==> config.mk <==
export PLATFORM = sky130hd
export DESIGN_NAME = bin_bbox
export DESIGN_NICKNAME = d
export VERILOG_FILES = /design/src/rtl/bin_bbox.sv
export SDC_FILE = /design/constraint.sdc
export NUM_CORES = 1
export LEC_CHECK = 0
export CAP_MARGIN = 30
export CORE_ASPECT_RATIO = 0.8
export CORE_UTILIZATION = 25
export CTS_BUF_LIST = sky130_fd_sc_hd__clkbuf_16
export DETAILED_ROUTE_END_ITERATION = 16
export DONT_BUFFER_PORTS = 1
export HOLD_SLACK_MARGIN = 0.03
export PLACE_DENSITY = 0.41
export SLEW_MARGIN = 30
export SYNTH_ARGS = -nofsm -noshare
export SYNTH_HDL_FRONTEND = slang
export SYNTH_SLANG_ARGS = --single-unit
==> constraint.sdc <==
create_clock -name clk -period 4.45 [get_ports clk]
set_input_delay 0.89 -clock clk [delete_from_list [all_inputs] [get_ports clk]]
set_output_delay 0.89 -clock clk [all_outputs]
set_load 0.05 [all_outputs]
==> src/rtl/bin_bbox.sv <==
// Bounding-box tracker for a 1-bit thresholded pixel stream.
// Accumulates foreground extent and count per frame; publishes one result per completed frame.
module bin_bbox #(
    parameter int XW = 12,
    parameter int YW = 12,
    parameter int CW = 20
) (
    input  logic          clk,
    input  logic          rst,
    input  logic          in_valid,
    input  logic          in_sof,
    input  logic          in_eol,
    input  logic          in_eof,
    input  logic          in_bin,
    input  logic [CW-1:0] cfg_min_pix,
    output logic          bbox_valid,
    output logic          bbox_found,
    output logic [XW-1:0] bbox_xmin,
    output logic [XW-1:0] bbox_xmax,
    output logic [YW-1:0] bbox_ymin,
    output logic [YW-1:0] bbox_ymax,
    output logic [CW-1:0] bbox_cnt,
    output logic          err_sync
);

    localparam logic [0:0] S_IDLE   = 1'b0;
    localparam logic [0:0] S_ACTIVE = 1'b1;

    localparam logic [XW-1:0] X_MAX = {XW{1'b1}};
    localparam logic [YW-1:0] Y_MAX = {YW{1'b1}};
    localparam logic [CW-1:0] C_MAX = {CW{1'b1}};

    logic [0:0]    r_state;
    logic [XW-1:0] r_x;
    logic [YW-1:0] r_y;
    logic          r_eolPrev;
    logic [XW-1:0] r_xmin;
    logic [XW-1:0] r_xmax;
    logic [YW-1:0] r_ymin;
    logic [YW-1:0] r_ymax;
    logic [CW-1:0] r_cnt;

    logic          w_accept;
    logic [XW-1:0] w_x;
    logic [YW-1:0] w_y;
    logic [XW-1:0] w_bXmin;
    logic [XW-1:0] w_bXmax;
    logic [YW-1:0] w_bYmin;
    logic [YW-1:0] w_bYmax;
    logic [CW-1:0] w_bCnt;
    logic          w_first;
    logic [XW-1:0] w_nXmin;
    logic [XW-1:0] w_nXmax;
    logic [YW-1:0] w_nYmin;
    logic [YW-1:0] w_nYmax;
    logic [CW-1:0] w_nCnt;
    logic          w_found;

    // Outside a frame only a start-of-frame beat is meaningful.
    assign w_accept = in_valid && (in_sof || (r_state == S_ACTIVE));

    // Coordinates saturate rather than wrap so oversized lines clamp to the edge column/line.
    assign w_x = (in_sof || r_eolPrev) ? '0 :
                 ((r_x == X_MAX) ? r_x : r_x + XW'(1));
    assign w_y = in_sof ? '0 :
                 (r_eolPrev ? ((r_y == Y_MAX) ? r_y : r_y + YW'(1)) : r_y);

    // A start-of-frame beat folds into empty accumulators, whatever the old frame held.
    assign w_bXmin = in_sof ? '0 : r_xmin;
    assign w_bXmax = in_sof ? '0 : r_xmax;
    assign w_bYmin = in_sof ? '0 : r_ymin;
    assign w_bYmax = in_sof ? '0 : r_ymax;
    assign w_bCnt  = in_sof ? '0 : r_cnt;
    assign w_first = (w_bCnt == '0);

    always_comb begin
        w_nXmin = w_bXmin;
        w_nXmax = w_bXmax;
        w_nYmin = w_bYmin;
        w_nYmax = w_bYmax;
        w_nCnt  = w_bCnt;
        if (in_bin) begin
            if (w_first) begin
                w_nXmin = w_x;
                w_nXmax = w_x;
                w_nYmin = w_y;
                w_nYmax = w_y;
            end else begin
                if (w_x < w_bXmin) w_nXmin = w_x;
                if (w_x > w_bXmax) w_nXmax = w_x;
                if (w_y < w_bYmin) w_nYmin = w_y;
                if (w_y > w_bYmax) w_nYmax = w_y;
            end
            if (w_bCnt != C_MAX) w_nCnt = w_bCnt + CW'(1);
        end
    end

    assign w_found = (w_nCnt != '0) && (w_nCnt >= cfg_min_pix);

    always_ff @(posedge clk) begin
        if (!rst) begin
            r_state    <= S_IDLE;
            r_x        <= '0;
            r_y        <= '0;
            r_eolPrev  <= 1'b0;
            r_xmin     <= '0;
            r_xmax     <= '0;
            r_ymin     <= '0;
            r_ymax     <= '0;
            r_cnt      <= '0;
            bbox_valid <= 1'b0;
            bbox_found <= 1'b0;
            bbox_xmin  <= '0;
            bbox_xmax  <= '0;
            bbox_ymin  <= '0;
            bbox_ymax  <= '0;
            bbox_cnt   <= '0;
            err_sync   <= 1'b0;
        end else begin
            bbox_valid <= 1'b0;
            err_sync   <= 1'b0;
            if (w_accept) begin
                r_x       <= w_x;
                r_y       <= w_y;
                r_eolPrev <= in_eol;
                r_xmin    <= w_nXmin;
                r_xmax    <= w_nXmax;
                r_ymin    <= w_nYmin;
                r_ymax    <= w_nYmax;
                r_cnt     <= w_nCnt;
                // A new frame start while one is open drops the old frame silently except for this flag.
                err_sync  <= in_sof && (r_state == S_ACTIVE);
                if (in_eof) begin
                    r_state    <= S_IDLE;
                    bbox_valid <= 1'b1;
                    bbox_cnt   <= w_nCnt;
                    bbox_found <= w_found;
                    bbox_xmin  <= w_found ? w_nXmin : '0;
                    bbox_xmax  <= w_found ? w_nXmax : '0;
                    bbox_ymin  <= w_found ? w_nYmin : '0;
                    bbox_ymax  <= w_found ? w_nYmax : '0;
                end else begin
                    r_state <= S_ACTIVE;
                end
            end
        end
    end

endmodule

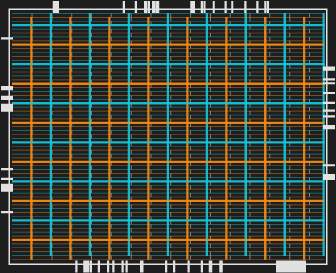
Run 1: PDN straps and rails
Pins as bars on the die edge. Tap cells in gray.
legend:
  VDD:
    color: cyan
  VSS:
    color: orange
rows: 63
met4 straps: 16
met1 rails: 64
Die X: 220 um
Vert. Die Dim: 176 um
VDD IR max: 0.248 mV

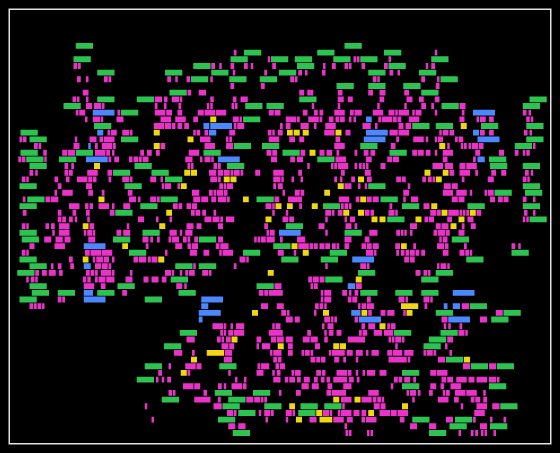
Run 1: placed cells, one color a class
legend:
  remaining logic cells:
    color: magenta
    cells: 954
  sequential cells:
    color: green
    cells: 165
  clock drivers and dummy loads:
    color: blue
    cells: 32
  remaining buffers and delay cells:
    color: yellow
    cells: 73
final core occ: 29.5%
Core Area: 37300 um2
Design Area, Final: 11000 um2

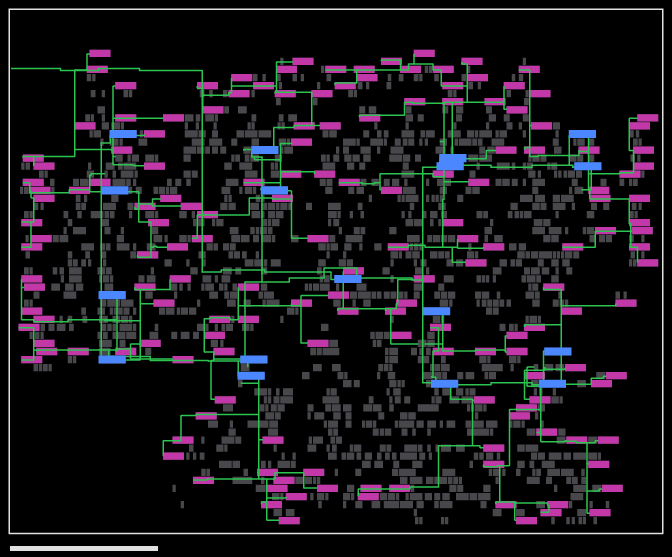
Run 1: clock wires, drivers and flops
Bar = 50 um.
legend:
  flip-flops:
    color: magenta
    count: 165
  clock wires:
    color: green
    length: 2760 um
  clock-net drivers:
    color: blue
    count: 17
flops lie: all over the die
routed clock nets: 18

==> run_results.csv, run 1 <==
group,metric,value,unit
yosys,ys_sh_aoi,23.4,%
setup_path,end_kind,"register",
yosys,yosysTopAreaCellShare,34.7,%
setup_path,rrSetupSlack,400,ps
routing,ant_nets,0,
hold_path,hold_depth,2,
run_status,violations,"design-rule violations",
setup_path,endpoint,"r_ymin[9]",
floorplan,ios,98,
clock_network,cts_resized,0,
routing,met2_length,13200,um
final_layout,lay_top_count,"nand2_1",
setup_path,worstPathRequired,4840,ps
final_layout,antenna_cells,0,
timing,tightestPinTransition,830,ps
setup_path,reg2reg_depth,13,
floorplan,nWellTaps,487,
placement,place_ws,105,ps
setup_path,crit_chain,"and4_1 > nand3_1 > nor2_1 > a31oi_1 > a211oi_1 > ha_1 > nand4_1 > or2_2 > a2111oi_0 > a211oi_2 > o21ai_1 > and2_1 > a22o_1",
global_route,gr-total-overflow,0,
power,intPower,2310,uW
run_status,outcome,"finished, violations left",
clock_network,clk-insertion-delay-late,450,ps
power,sequentialPower,1500,uW
power,pg_comb,277,uW
clock_network,cts_root_buf,"clkbuf_16",
routing,wl,31400,um
power,p_leak,0.00414,uW
routing,top_layer,"met4",
timing,maxSlewViolCount,0,
yosys,syn-instance-count,1193,
hold_path,min_to,"r_ymin[0]",
routing,met1_length,16600,um
clock_network,cts.path.max_buffers,2,
final_layout,flop-count,165,
timing,max_freq,247,MHz
final_layout,comb-cell-share,52.8,%
placement,hpwl,23000,um
global_route,use_met3,2.88,%
placement,port_buffers,0,
setup_path,critPathMaxFanout,11,
timing,rsz0062_at_grt,"false",
timing,fin_tns_setup,0,ps
yosys,yosysWarnings,0,
final_layout,drive_above_1_share,10.7,%
setup_path,cp_slowest_cell,"a211oi_1",
yosys,logic_family,"simple AND/OR/NAND/NOR gates",
timing,period_minus_slack,4050,ps
final_layout,area_growth,15.5,%
placement,globalplace.congestion,0.860,
setup_path,worstSetupPathType,"reg -> reg",
yosys,synthMuxAreaShare,1.71,%
hold_path,hp-class,"reg -> reg",
clock_network,clkSinkCount,165,
final_layout,buf_share,5.28,%
final_layout,nFillCells,4014,
final_layout,fin_nets,1308,
final_layout,top_regs,"bbox_cnt: 20 flops, r_cnt: 20 flops",
global_route,grt_max_degree,89,
power,finalPower,3220,uW
timing,fin_skew,15.8,ps
yosys,synth-simple-area-share,24.3,%
run,warning_count,27,
power,p_comb_share,8.6,%
setup_path,cp.depth,13,
final_layout,largestClassByArea,"combinational gates",
global_route,grt_usage,16.8,%
clock_network,cts_tree,"yes",
power,switching_share,28.3,%
timing,postLayoutSetupSlackWorst,399,ps
yosys,ys_seq_elements,165,
yosys,ys_cells,1193,
setup_path,arrival,4440,ps
yosys,top_cells_by_area,"dfxtp_1 35%, ha_1 9.2%, nand2_1 9.1%",
global_route,met1_usage,24.6,%
timing,whs,476,ps
yosys,synth_seq_share,34.7,%
floorplan,dieArea,38800,um2
final_layout,area.sequential,3300,um2
yosys,synth-xor-area-share,1.92,%
global_route,antenna_found_initial,0,
routing,drc_errors,3,
routing,viasPerCell,4.96,
floorplan,rows,63,
power,powerDensity,293,nW/um2
final_layout,final_cell_mix,"231 x nand2_1, 165 x dfxtp_1, 74 x o21ai_0",
timing,hold_viol_final,0,
==> inputs of run 2 (changes only) <==
- PLACE_DENSITY: 0.41 -> 0.47
==> run 2 against run 1 <==
Net effect: count of clock-buffer cells in the layout unchanged; sequential cell count did not move; power fell by 0.33%; critical path depth is 2 higher; cell count is 0.53% lower; via count about the same; the flow still finishes with violations (design-rule violations); area after synthesis unchanged; clock skew decreased by 2.5 ps; maximum frequency increased by 0.24%; setup slack improved by 9.8 ps; non-clock buffer count shrank 7.
==> run_results.csv, run 2 <==
group,metric,value,unit
clock_network,clk-insertion-delay-late,450,ps
final_layout,finish.utilization,29.4,%
clock_network,cts_tree,"yes",
setup_path,crit_family,"AND-OR/OR-AND gates",
yosys,ys_sh_aoi,23.4,%
routing,drc_errors,9,
setup_path,critPathMaxFanout,59,
setup_path,worstPathRequired,4810,ps
yosys,top_cells_by_area,"dfxtp_1 35%, ha_1 9.2%, nand2_1 9.1%",
yosys,ys_cells,1193,
setup_path,reg2reg_from,"r_y[3]",
hold_path,hold_depth,2,
final_layout,final_cell_mix,"231 x nand2_1, 165 x dfxtp_1, 74 x o21ai_0",
routing,viasPerCell,4.99,
setup_path,rrSetupSlack,430,ps
global_route,grt_usage,16.3,%
setup_path,endpoint,"bbox_ymax[11]",
power,finalPower,3210,uW
yosys,ys_seq_elements,165,
setup_path,end_kind,"register",
yosys,synthMuxAreaShare,1.71,%
final_layout,flop-count,165,
yosys,yosysTopAreaCellShare,34.7,%
final_layout,antenna_cells,0,
routing,met2_length,13100,um
final_layout,lay_top_count,"nand2_1",
floorplan,dieArea,38800,um2
run_status,violations,"design-rule violations",
placement,place_ws,110,ps
timing,maxSlewViolCount,0,
routing,ant_nets,0,
timing,hold_viol_final,0,
final_layout,area.sequential,3300,um2
timing,period_minus_slack,4040,ps
power,p_comb_share,8.5,%
power,switching_share,25.5,%
clock_network,cts_resized,0,
hold_path,hp-class,"reg -> reg",
setup_path,crit_chain,"nor2b_1 > ha_1 > and3b_1 > and4_1 > buf_4 > a2111oi_0 > mux2_2 > ha_1 > nand4_1 > nor3_1 > o211ai_1 > a21oi_1 > o31ai_4 > buf_12 > o21ai_0",
global_route,grt_max_degree,89,
floorplan,die_y,176,um
floorplan,core_area,37300,um2
run,warning_count,27,
yosys,synth-xor-area-share,1.92,%
power,power_switching,819,uW
setup_path,cp.depth,15,
final_layout,fin_nets,1301,
power,pg_comb,272,uW
power,intPower,2390,uW
run_status,outcome,"finished, violations left",
yosys,logic_family,"simple AND/OR/NAND/NOR gates",
floorplan,rows,63,
final_layout,largestClassByArea,"combinational gates",
final_layout,nFillCells,4028,
timing,fin_tns_setup,0,ps
floorplan,ios,98,
final_layout,top_regs,"bbox_cnt: 20 flops, r_cnt: 20 flops",
global_route,met1_usage,23.8,%
hold_path,min_to,"r_ymin[0]",
floorplan,nWellTaps,487,
routing,met1_length,15800,um
placement,hpwl,22300,um
final_layout,final_area,11000,um2
yosys,synth_seq_share,34.7,%
routing,wl,30600,um
floorplan,dieWidth,220,um
clock_network,cts.path.max_buffers,2,
setup_path,cp_slowest_cell,"a2111oi_0",
setup_path,arrival,4400,ps
routing,top_layer,"met4",
timing,max_freq,247,MHz
clock_network,cts_root_buf,"clkbuf_16",
timing,rsz0062_at_grt,"false",
clock_network,clkSinkCount,165,
placement,globalplace.congestion,0.883,
placement,port_buffers,0,
power,powerDensity,293,nW/um2
power,p_leak,0.00415,uW
global_route,antenna_found_initial,0,
power,sequentialPower,1500,uW
timing,fin_skew,13.2,ps
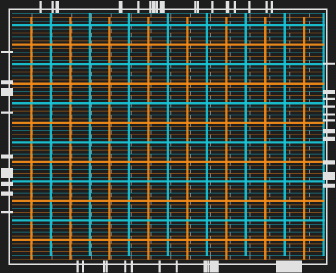
Run 2: PDN straps and rails
Pins as bars on the die edge. Tap cells in gray.
VDD IR max: 0.189 mV

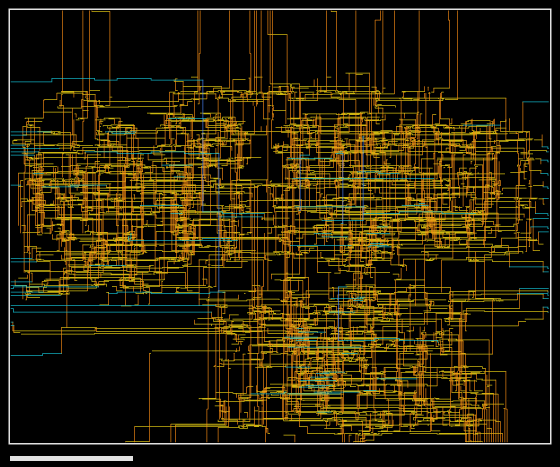
Run 2: metal layers overlaid
Bar = 50 um.
legend:
  M4:
    color: blue
    wire_length: 217 um
  M2:
    color: orange
    wire_length: 13100 um
  M3:
    color: cyan
    wire_length: 1480 um
  M1:
    color: yellow
    wire_length: 15800 um

Power is estimated from default activity; no workload was simulated.
